$ cat src/rtl/orion_pkg.sv
// Shared types for the memory-game reader path.
// State encoding and default widths for seq_verifier.
package orion_pkg;

  localparam int ADDR_W_DEF = 5;
  localparam int DATA_W_DEF = 4;

  typedef logic [DATA_W_DEF-1:0] digit_t;

  typedef enum logic [2:0] {
    IDLE,
    FETCH,
    LOAD,
    ARMED,
    DONE
  } state_t;

endpackage

$ cat src/rtl/seq_verifier.sv
// Reads the stored digit sequence back from RAM and checks
// each player entry against it, reporting pass/fail/progress.
module seq_verifier
  import orion_pkg::*;
#(
  parameter int ADDR_W = ADDR_W_DEF,
  parameter int DATA_W = DATA_W_DEF
) (
  input  logic              clk,
  input  logic              rst,
  input  logic              start,
  input  logic [ADDR_W-1:0] seqLen,
  input  logic              enterPulse,
  input  logic [DATA_W-1:0] userDigit,
  input  logic              timeout,
  input  logic [DATA_W-1:0] ramData,
  output logic [ADDR_W-1:0] ramAddr,
  output logic              busy,
  output logic              done,
  output logic              pass,
  output logic              fail,
  output logic [ADDR_W-1:0] matchCount
);

  state_t r_state;
  state_t w_next;

  logic [ADDR_W-1:0] r_len;
  logic [ADDR_W-1:0] r_idx;
  logic [ADDR_W-1:0] r_cnt;
  logic [ADDR_W-1:0] w_idx1;
  logic [DATA_W-1:0] r_exp;
  logic [DATA_W-1:0] r_pdig;
  logic [DATA_W-1:0] w_dig;
  logic              r_pend;
  logic              r_pass;
  logic              r_fail;
  logic              w_enter;
  logic              w_hit;
  logic              w_last;
  logic              w_cap;

  // A held entry takes precedence over a live one in ARMED.
  assign w_enter = r_pend | enterPulse;
  assign w_dig   = r_pend ? r_pdig : userDigit;
  assign w_hit   = (w_dig == r_exp);
  assign w_idx1  = r_idx + ADDR_W'(1);
  assign w_last  = (w_idx1 == r_len);
  assign w_cap   = enterPulse && !r_pend &&
                   ((r_state == FETCH) || (r_state == LOAD));

  always_ff @(posedge clk or posedge rst) begin
    if (rst) begin
      r_state <= IDLE;
    end else begin
      r_state <= w_next;
    end
  end

  always_comb begin
    w_next = r_state;
    case (r_state)
      IDLE: begin
        if (start) w_next = FETCH;
      end
      FETCH: begin
        if (timeout) w_next = DONE;
        else if (r_len == '0) w_next = DONE;
        else w_next = LOAD;
      end
      LOAD: begin
        if (timeout) w_next = DONE;
        else w_next = ARMED;
      end
      ARMED: begin
        if (timeout) w_next = DONE;
        else if (w_enter) begin
          if (!w_hit || w_last) w_next = DONE;
          else w_next = FETCH;
        end
      end
      DONE: w_next = IDLE;
      default: w_next = IDLE;
    endcase
  end

  always_ff @(posedge clk or posedge rst) begin
    if (rst) begin
      r_len  <= '0;
      r_idx  <= '0;
      r_cnt  <= '0;
      r_exp  <= '0;
      r_pdig <= '0;
      r_pend <= 1'b0;
      r_pass <= 1'b0;
      r_fail <= 1'b0;
    end else begin
      case (r_state)
        IDLE: begin
          if (start) begin
            r_idx  <= '0;
            r_len  <= seqLen;
            r_cnt  <= '0;
            r_pend <= 1'b0;
            r_pass <= 1'b0;
            r_fail <= 1'b0;
          end
        end
        FETCH: begin
          if (timeout) r_fail <= 1'b1;
          else if (r_len == '0) r_pass <= 1'b1;
        end
        LOAD: begin
          r_exp <= ramData;
          if (timeout) r_fail <= 1'b1;
        end
        ARMED: begin
          r_pend <= 1'b0;
          if (timeout) begin
            r_fail <= 1'b1;
          end else if (w_enter) begin
            if (w_hit) begin
              r_cnt <= w_idx1;
              if (w_last) r_pass <= 1'b1;
              else r_idx <= w_idx1;
            end else begin
              r_fail <= 1'b1;
            end
          end
        end
        default: ;
      endcase
      // Only one early entry is held; later ones are dropped.
      if (w_cap) begin
        r_pend <= 1'b1;
        r_pdig <= userDigit;
      end
    end
  end

  assign ramAddr    = r_idx;
  assign busy       = (r_state == FETCH) ||
                      (r_state == LOAD)  ||
                      (r_state == ARMED);
  assign done       = (r_state == DONE);
  assign pass       = r_pass;
  assign fail       = r_fail;
  assign matchCount = r_cnt;

endmodule

$ cat config.mk
export PLATFORM = sky130hd
export DESIGN_NAME = seq_verifier
export DESIGN_NICKNAME = d
export VERILOG_FILES = /design/src/rtl/orion_pkg.sv /design/src/rtl/seq_verifier.sv
export SDC_FILE = /design/constraint.sdc
export NUM_CORES = 1
export LEC_CHECK = 0
export ABC_CLOCK_PERIOD_IN_PS = 2500
export CAP_MARGIN = 25
export CORE_ASPECT_RATIO = 1.25
export CORE_MARGIN = 5
export CORE_UTILIZATION = 35
export CTS_CLUSTER_SIZE = 14
export DETAILED_ROUTE_END_ITERATION = 16
export GPL_TIMING_DRIVEN = 0
export PLACE_DENSITY_LB_ADDON = 0.15
export SYNTH_ARGS = -nofsm -noshare
export SYNTH_HDL_FRONTEND = slang
export SYNTH_SLANG_ARGS = --single-unit
$ cat constraint.sdc
create_clock -name clk -period 2.5 [get_ports clk]
set_input_delay 0.5 -clock clk [delete_from_list [all_inputs] [get_ports clk]]
set_output_delay 0.5 -clock clk [all_outputs]
set_load 0.01 [all_outputs]
Figure 1. Placed standard cells.
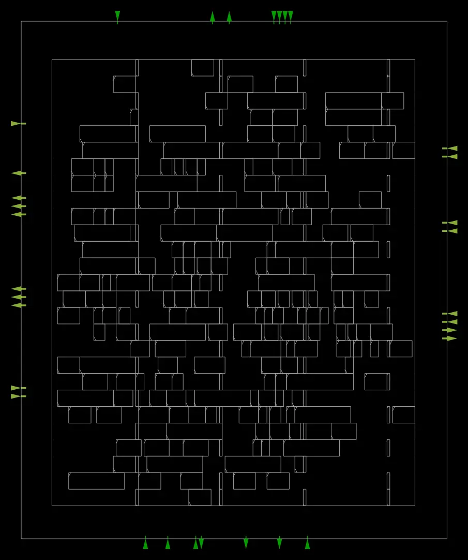
Std-Cell Rows: 27
# fillers: 438
register fraction of the total cell area: 0.342
Flops: 29

Figure 2. The metal 2 layer.
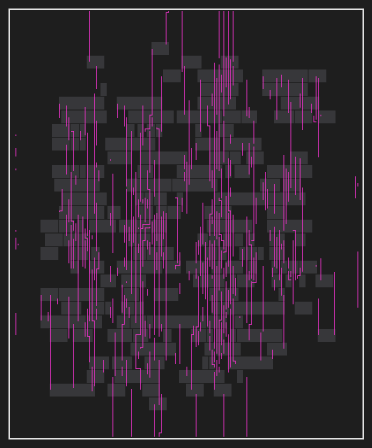
main direction: vertical
wire length on this layer: 1960 um
nets with wire on the layer: 187
longest straight run: 41.3 um
Routed WL: 3700 um
met2 usage: 0.241
Via Count: 1290

Figure 3. Cell density map.
7 x 9 tiles, from white (low) to dark blue (high), 0 to 100% covered.
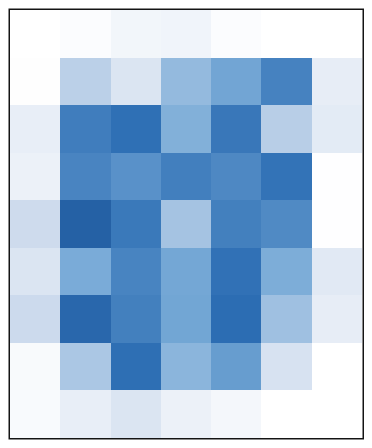
tiles over 75% full: 4.8%
densest ninth of the die: centre
fullest tile: 80%
fin util: 0.484
pre-placement core utilization: 0.360

Figure 4. The metal 1 layer.
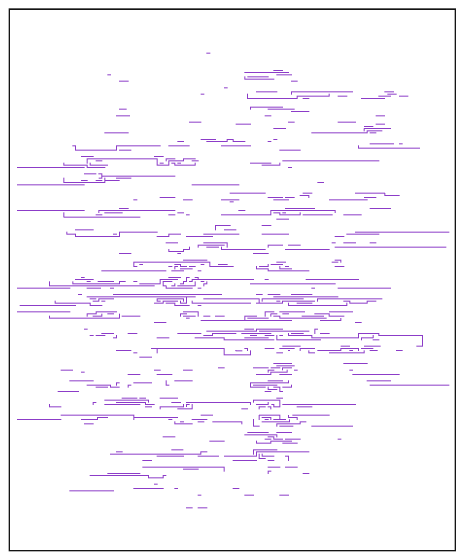
nets with wire on the layer: 200
wire length on this layer: 1520 um
longest straight run: 17.5 um
met1 Track Usage GR: 0.154

==> out/metrics.csv <==
stage,metric,value,unit
critical_path,cp-start-kind,flop,
run,drv_cap,0,
pwr,switching_share,0.353,
critical_path,cp-endpoint,ramAddr[1]$_DFFE_PP0P_,
timing,slew_viol_final,0,
pwr,p_seq_frac,0.344,
critical_path,path_buffers,1,
timing,fin_setup_tns,0,ps
pwr,peakVddDrop,0.421,mV
cells_and_area,sh_comb_area,0.381,
clock_tree,cts_setup_buffers,0,
cells_and_area,nets,214,
yosys,netlist_instances,156,
timing,tightest_slew,653,ps
yosys,ys_chip_area,1580,sq um
cells_and_area,comb_area,810,sq um
yosys,yosys.area_share.xor_xnor,0.0719,
yosys,ys.flop_type,dfrtp_1,
route,wl_met3,158,um
pwr,clk-power,0.498,mW
grt,grt_max_degree,16,
yosys,ys_cells,156,
critical_path,cpPeakStageDelay,500,ps
critical_path,cp-end-kind,flop,
yosys,ys_sh_adder,0.00791,
placed_design,dp_slack,-114,ps
clock_tree,clk_latency,270,ps
yosys,synth_top_area_share,0.458,
grt,grt_pass1_wl,6430,um
critical_path,cp.depth,8,
critical_path,cp_top_family,simple AND/OR/NAND/NOR gates,
timing,relSlewSlack,0.564,
placed_design,place.gp.congestion,0.840,
pwr,comb_cell_power,0.924,mW
clock_tree,cts_buffers,5,
die,fp.coreArea,4390,sq um
yosys,simple_gate_area_frac,0.155,
pwr,switchingPower,0.767,mW
cells_and_area,antenna_cells,0,
route,wl_met1,1520,um
route,drtAntennaViolNets,0,
grt,grt_util_all_layers,0.135,
critical_path,worstPathArrival,2560,ps
yosys,synthArstFlopShare,1.00,
timing,fin_ws,137,ps
cells_and_area,area_delta_synth_final,34.2,%
timing,max_freq,0.423,GHz
cells_and_area,final_cell_mix,"clkdlybuf4s50_1, dfrtp_1, nand2_1, nor2_1, mux2_2",
clock_tree,cts_resized,1,
placed_design,place.port_buffers,30,
die,dieArea,5980,sq um
cells_and_area,clk_share,0.0548,
grt,grt_pass1_vias,1374,
critical_path,critPathSlowestCell,or4_1,
run,warnings,26,
yosys,mux_area_frac,0.130,
route,drc,0,
grt,gr-usage-met3,0.0391,
worst_hold_path,min_to,matchCount[1]$_DFFE_PP0P_,
critical_path,reg2reg_slack,140,ps
clock_tree,root_buffer,clkbuf_8,
critical_path,crit_start,ramAddr[1]$_DFFE_PP0P_,
pwr,power_leader,combinational cells,
die,tap_cells,58,
critical_path,crit_type,flop to flop,
yosys,yosysWarnings,0,
placed_design,dpl_cell_area,1980,sq um
yosys,ys_seq_share,0.458,
yosys,netlist_area,1580,sq um
worst_hold_path,hp-class,flop to flop,
critical_path,r2r_start,ramAddr[1]$_DFFE_PP0P_,
critical_path,worstPathMaxFanout,7,
status,status,finished clean,
yosys,ys_types,34,
route,via_per_inst,5.08,
pwr,p_seq,0.747,mW
yosys,yosys-top-cells-area,"dfrtp_1, mux2_2, xnor2_1",
clock_tree,clock-sinks,29,
timing,hold_viol_final,0,
placed_design,dp.cells,245,
die,die_x,70.1,um
grt,overflow,0,
yosys,fp_nets,175,
grt,grt.busiest_layer,met2,
timing,setup_viol,0,
timing,whs,477,ps
Power is estimated from default activity; no workload was simulated.
